$ cat src/rtl/thermo_decode.sv
// Combinational thermometer decoder: legality check plus level = ones - 1.
module thermo_decode #(
  parameter int WIDTH = 8,
  localparam int LW   = $clog2(WIDTH),
  localparam int CW   = $clog2(WIDTH + 1)
) (
  input  logic [WIDTH-1:0] in_data_i,
  output logic             legal_o,
  output logic [LW-1:0]    level_o
);

  logic [WIDTH-1:0] inc;
  logic [CW-1:0]    ones;

  // A contiguous run of ones from bit 0 clears completely when incremented.
  assign inc     = in_data_i + WIDTH'(1);
  assign legal_o = in_data_i[0] && ((in_data_i & inc) == '0);

  always_comb begin
    ones = '0;
    for (int i = 0; i < WIDTH; i++) ones = ones + CW'(in_data_i[i]);
  end

  assign level_o = LW'(ones - CW'(1));

endmodule

$ cat config.mk
export PLATFORM = sky130hd
export DESIGN_NAME = thermo_decode
export DESIGN_NICKNAME = d
export VERILOG_FILES = /design/src/rtl/thermo_decode.sv
export SDC_FILE = /design/constraint.sdc
export NUM_CORES = 1
export LEC_CHECK = 0
export CORE_AREA = 5 5 42 44
export DETAILED_ROUTE_END_ITERATION = 6
export DIE_AREA = 0 0 47 49
export PLACE_DENSITY_LB_ADDON = 0.2
export SLEW_MARGIN = 10
export SYNTH_ARGS = -nofsm -noshare
export SYNTH_HDL_FRONTEND = slang
export SYNTH_SLANG_ARGS = --single-unit
$ cat constraint.sdc
create_clock -name vclk -period 6.3
set_input_delay 1.26 -clock vclk [all_inputs]
set_output_delay 1.26 -clock vclk [all_outputs]
set_load 0.02 [all_outputs]
Figure 1. Routing congestion map (run 1).
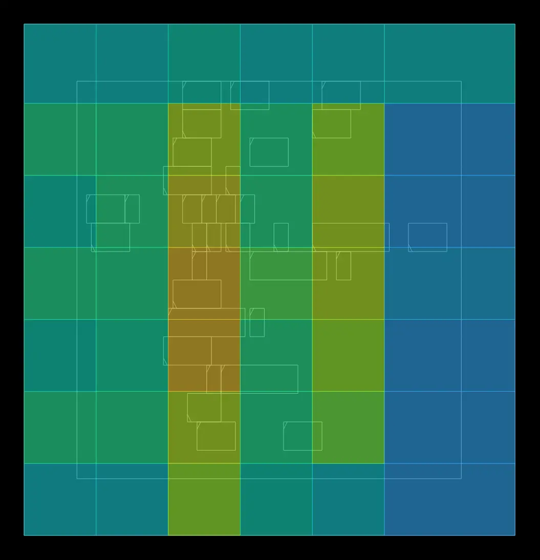
Wirelength per Cell: 8.18 um
total routing resource utilization after global routing: 0.0331
met2 Track Usage GR: 0.0747

Figure 2. Met1 routing (run 1).
Drawn at 8 px/um. Supply wires on this layer in grey.
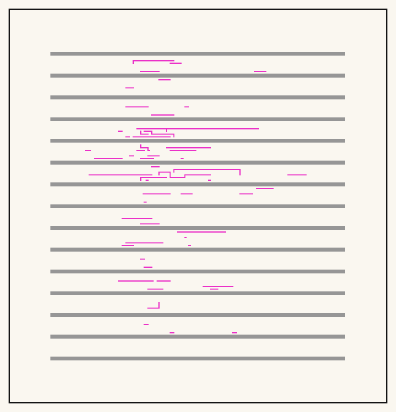
The layer holds 34% of the routed length. The wires run mostly horizontal.
vias after detailed routing: 175
met1 usage in global routing: 0.0309
final wirelength: 409 um

==> run summary, run 1 <==
fresh numbers from the pnr run: number of vias per cell after detailed routing=3.50, cell total in the yosys stat output=22, run status=complete, no violations, adder-cell share of the synthesized area=0.571, antenna cells=0, post-CTS resize count=0, cell kind with the greatest summed area=combinational gates, FF/Latch Area=0 um2, combined area of the multi-input logic cells=approximately 150 um2, non-clock buffer count in the final layout=12, number of buffers added on ports=12, Post-Route M1 WL=about 140 um, Slew @ Worst Pin=about 220 ps, compound-gate portion of the synthesized area=0.0884, dominant cells by area after synthesis=sky130_fd_sc_hd__fa_1 44%, sky130_fd_sc_hd__inv_1 18%, sky130_fd_sc_hd__ha_1 14%, pwr dens=approximately 150 nW/um2, final design utilization=0.231, arrival time worst endpoint=roughly 4600 ps, worst min-delay path class=input port to primary output, endpoints failing hold=0, total cell area reported by yosys after synthesis=184 um2, Tap Count=16, maximum number of pins on one net before global-route repair=4, fin. max-slew vios=0, Detail Placement HPWL=a little over 400 um, ratio of cells with drive above 1 in the final layout=0.0294, remaining routing DRC violations=0, maximum clock frequency=about 170 MHz, Placed Instance Area=approximately 320 um2, final antenna-violating net count=0, die width=approximately 47 um, gr busiest metal=met2, floorplan net count=36, Die Area=between 2000 and 2500 um2, fraction of met3 tracks used by global routing=0, number of max-cap violations=0, critical path class=input port to primary output, highest net fanout along the worst path=2, Die H=49 um
Figure 3. Close-up of the layout (run 1).
Region (8, 19) to (38, 49) um. Cells in grey, sequential cells in the stronger grey; small squares are vias.
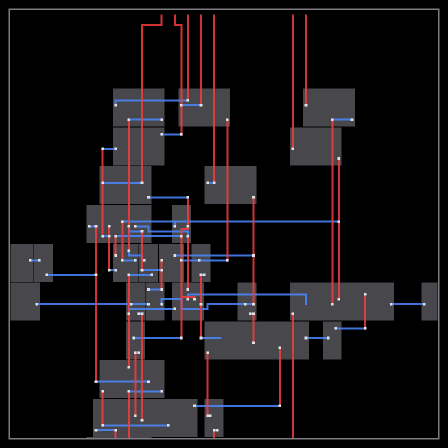
Key: metal 1 = blue; metal 2 = red
26 logic cells have their middle in the window. Most frequent: inv_1 (8), clkdlybuf4s50_1 (8), fa_1 (3). Sequential cells in the window: 0.

Figure 4. Selected gate families (run 1).
Drawn at 10 px/um.
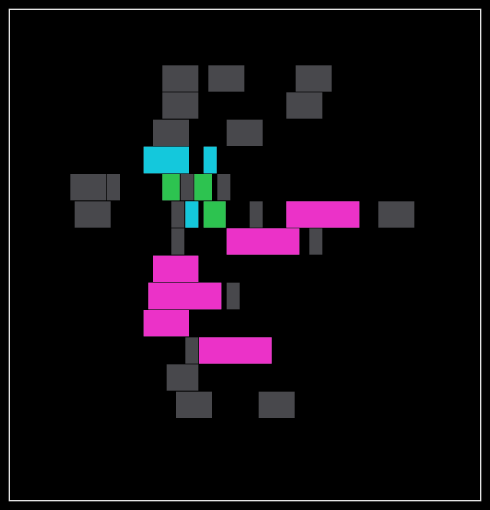
Key: aoi and oai cells = green [cells 3]; fa/ha/maj cells = magenta [cells 6, where centre]; nor cells = cyan [cells 3]
multi-input combinational area share: 0.463
post-route non-filler standard cell count: 50

## run 1: synthesized netlist by cell type
cell	number
sky130_fd_sc_hd__o22ai_1	1
sky130_fd_sc_hd__fa_1	4
sky130_fd_sc_hd__nor4_2	1
sky130_fd_sc_hd__a21oi_1	2
sky130_fd_sc_hd__xor2_1	1
sky130_fd_sc_hd__ha_1	2
sky130_fd_sc_hd__inv_1	9
sky130_fd_sc_hd__nor2_1	2
## run 1: power breakdown
part           leakage [nW]  switching (mW)  internal, mW
logic                 0.155          0.0242        0.0254
clock network             0               0             0
registers                 0               0             0
total                 0.155          0.0242        0.0254
## run 1: final timing paths
check / startpoint / end / slack, ps / depth (start not counted)
worst max-delay path: in_data_i[2] / level_o[2] / 450 / 10
worst min-delay path: in_data_i[0] / legal_o / 3590 / 4
Figure 5. Wiring by layer (run 1).
Drawn at 8 px/um. Two of the layers only.
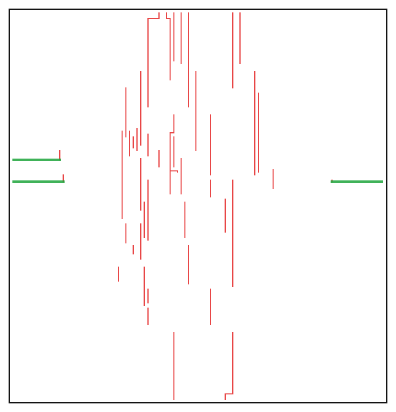

==> run 2: changes to the inputs <==
--- a/config.mk
+++ b/config.mk
@@ -5,10 +5,10 @@
 export SDC_FILE = /design/constraint.sdc
 export NUM_CORES = 1
 export LEC_CHECK = 0
+export ABC_AREA = 1
 export CORE_AREA = 5 5 42 44
 export DETAILED_ROUTE_END_ITERATION = 6
 export DIE_AREA = 0 0 47 49
-export PLACE_DENSITY_LB_ADDON = 0.2
 export SLEW_MARGIN = 10
 export SYNTH_ARGS = -nofsm -noshare
 export SYNTH_HDL_FRONTEND = slang
Figure 6. Wiring by layer (run 2).
Drawn at 8 px/um. Two of the layers only.
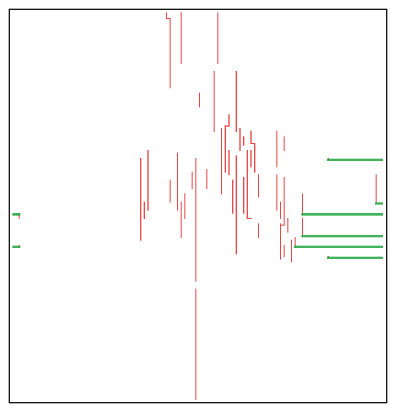
Key: metal 2 = red [wire length 214 um]; metal 3 = green [wire length 46.0 um]
Wirelength per Cell: 7.86 um
vias after detailed routing: 194
final wirelength: 448 um
total routing resource utilization after global routing: 0.0374

==> run summary, run 2 <==
fresh numbers from the pnr run: run status=complete, no violations, cell total in the yosys stat output=29 (+32%), FF/Latch Area=0 um2 (unchanged), Die Area=2300 um2 (unchanged), number of max-cap violations=0 (unchanged), fraction of met3 tracks used by global routing=0 (unchanged), compound-gate portion of the synthesized area=0 (-0.0884), cell types with the highest counts after synthesis=9 x sky130_fd_sc_hd__inv_1, 6 x sky130_fd_sc_hd__nand2_1, 4 x sky130_fd_sc_hd__fa_1, share of total power consumed by net switching=0.497 (+0.00921), Area growth syn-to-layout=69.1%, first element of the critical path=in_data_i[2], Tap Count=16 (unchanged), group drawing the most power=combinational logic, switching power total=0.0259 mW (+6.9%), antenna cells=0 (unchanged), Slew @ Worst Pin=218 ps (+1.62 ps), total combinational power=0.0521 mW (+5.0%), final antenna-violating net count=0 (unchanged), Post-Route M1 WL=188 um (+34%), die width=47 um (unchanged), number of buffers added on ports=12 (unchanged), met2 Track Usage GR=0.0656 (-0.00905), seq pwr=0 mW, met1 usage in global routing=0.0531 (+0.0222), cell kind with the greatest summed area=combinational gates, dominant cells by area after synthesis=sky130_fd_sc_hd__fa_1 40%, sky130_fd_sc_hd__inv_1 17%, sky130_fd_sc_hd__ha_1 12%, critical path class=input port to primary output, prevailing logic family in the synthesized netlist=adder cells, adder-cell share of the synthesized area=0.519 (-0.0529), endpoints failing hold=0 (unchanged), worst path required time=roughly 5000 ps, floorplan net count=43 (+19%), proportion of power drawn by combinational gates=1.000 (about the same), gr busiest metal=met2, count leader, synth=sky130_fd_sc_hd__inv_1, Placed Instance Area=343 um2 (+5.8%), share of power burned in the clock network=0 (unchanged), worst min-delay path class=input port to primary output, total internal power=0.0262 mW (+3.0%), total cell area reported by yosys after synthesis=203 um2 (+10%), Detail Placement HPWL=424 um (+4.8%), ratio of cells with drive above 1 in the final layout=0.0976 (+0.0681), Die H=49 um (unchanged), maximum clock frequency=170 MHz (-0.49%), combined area of the multi-input logic cells=161 um2 (+7.5%), final design utilization=0.245 (+0.0134), Clock group=0 mW
Figure 7. Selected gate families (run 2).
Drawn at 10 px/um.
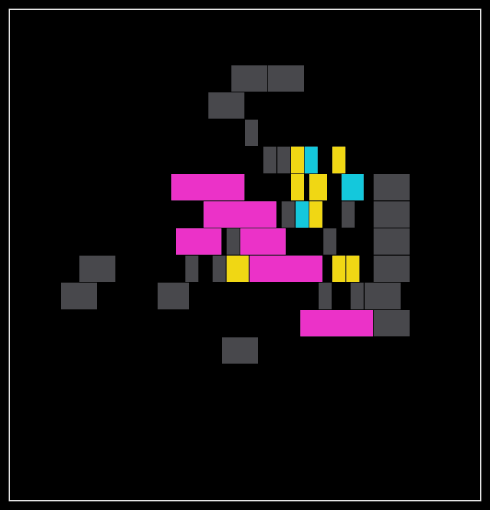
Key: nor cells = cyan [cells 3]; nand cells = yellow [cells 8]; fa/ha/maj cells = magenta [cells 6, where centre]
post-route non-filler standard cell count: 57
multi-input combinational area share: 0.471
dominant logic cell type in the layout: sky130_fd_sc_hd__clkdlybuf4s50_1

-- run 2: cell count changes after synthesis --
cell	delta
sky130_fd_sc_hd__a21oi_1	-2
sky130_fd_sc_hd__inv_2	+2
sky130_fd_sc_hd__nand2_1	+6
sky130_fd_sc_hd__nand2_2	+1
sky130_fd_sc_hd__nand3_1	+1
sky130_fd_sc_hd__nor2_2	+1
sky130_fd_sc_hd__nor4_2	-1
sky130_fd_sc_hd__o22ai_1	-1
-- run 2: cell families (layout without fill, tap and decap cells) --
logic type	after synthesis	after routing
adder cells (fa/ha/maj)	6	6
AND/OR/NAND/NOR	11	11
buffers and inverters	11	23
XOR/XNOR	1	1
-- run 2: worst paths after layout --
| check | to | slack (ps) | depth (start not counted) |
|---|---|---|---|
| worst max-delay path | level_o[2] | 420 | 10 |
| worst min-delay path | legal_o | 3660 | 6 |
Figure 8. Close-up of the layout (run 2).
Region (8, 19) to (38, 49) um. Cells in grey, sequential cells in the stronger grey; small squares are vias.
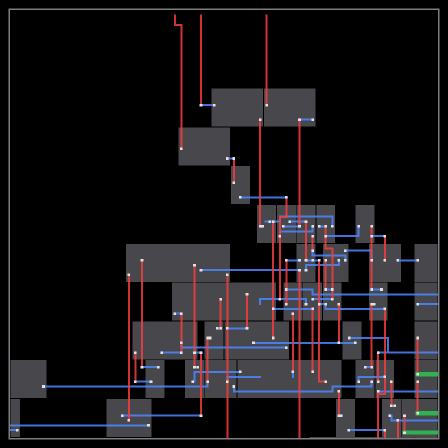

==> run 3: changes to the inputs <==
--- a/config.mk
+++ b/config.mk
@@ -6,9 +6,9 @@
 export NUM_CORES = 1
 export LEC_CHECK = 0
 export ABC_AREA = 1
-export CORE_AREA = 5 5 42 44
+export CORE_AREA = 4 4 41 43
 export DETAILED_ROUTE_END_ITERATION = 6
-export DIE_AREA = 0 0 47 49
+export DIE_AREA = 0 0 45 47
 export SLEW_MARGIN = 10
 export SYNTH_ARGS = -nofsm -noshare
 export SYNTH_HDL_FRONTEND = slang
Figure 9. Close-up of the layout (run 3).
Region (8, 17) to (38, 47) um. Cells in grey, sequential cells in the stronger grey; small squares are vias.
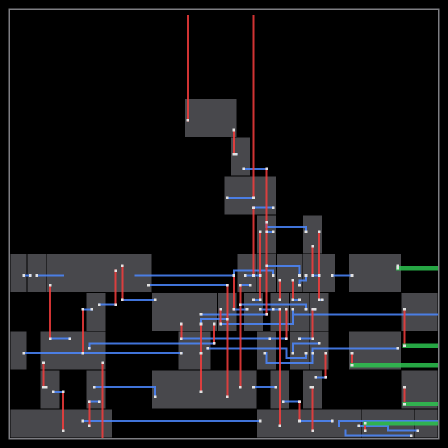
Key: metal 3 = green; metal 1 = blue; metal 2 = red
Sequential cells in the window: 0. 35 logic cells have their middle in the window. Most frequent: inv_1 (9), clkdlybuf4s50_1 (7), nand2_1 (6).

==> run summary, run 3 <==
fresh numbers from the pnr run: Tap Count=15 (-1), endpoints failing hold=0 (unchanged), total cell area reported by yosys after synthesis=203 um2 (unchanged), worst path required time=5040 ps (about the same), dominant logic cell type in the layout=sky130_fd_sc_hd__clkdlybuf4s50_1, antenna cells=0 (unchanged), Area growth syn-to-layout=68.5%, number of buffers added on ports=12 (unchanged), combined area of the multi-input logic cells=161 um2 (unchanged), group drawing the most power=combinational logic, proportion of power drawn by combinational gates=1.000 (about the same), maximum clock frequency=171 MHz (+0.42%), Placed Instance Area=342 um2 (-0.36%), Clock group=0 mW, multi-input combinational area share=0.473 (+0.00172), cell kind with the greatest summed area=combinational gates, Die H=47 um (-4.1%), run status=complete, no violations, count leader, synth=sky130_fd_sc_hd__inv_1, cell types with the highest counts after synthesis=9 x sky130_fd_sc_hd__inv_1, 6 x sky130_fd_sc_hd__nand2_1, 4 x sky130_fd_sc_hd__fa_1, seq pwr=0 mW, final wirelength=404 um (-9.8%)
Figure 10. Wiring by layer (run 3).
Drawn at 8 px/um. Two of the layers only.
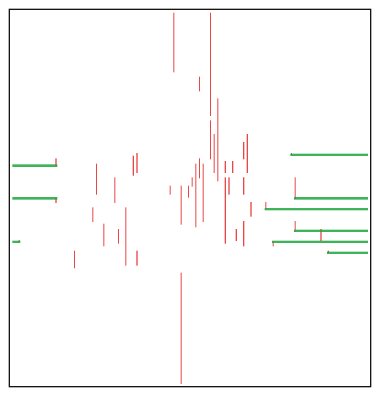
Key: metal 3 = green [wire length 67.8 um]; metal 2 = red [wire length 146 um]
Wirelength per Cell: 7.21 um
total routing resource utilization after global routing: 0.0459
vias after detailed routing: 191

-- run 3: cell counts after synthesis --
No cell type changed its count.
-- run 3: metal layers --
metal	share of wire	GRT usage	vias to the layer above
met1	0.47	0.0753	79
met2	0.36	0.0650	9
met4	0	0	0
met3	0.17	0.00766	0
li1	-	-	103
met5	0	0	-
-- run 3: path summary, 6_finish.rpt --
| check | from | endpoint | slack [ps] | cells after the start |
|---|---|---|---|---|
| min | in_data_i[0] | legal_o | 3660 | 6 |
| max | in_data_i[2] | level_o[2] | 450 | 10 |
-- run 3: cells by family (layout without fill, tap and decap cells) --
group / after synthesis / count (layout) / synth area share
and+or+nand+nor: 11 / 11 / 0.235
adders and majority gates: 6 / 6 / 0.519
buffers and inverters: 11 / 23 / 0.204
xor gates and xnor gates: 1 / 1 / 0.0432
Power is estimated from default activity; no workload was simulated.
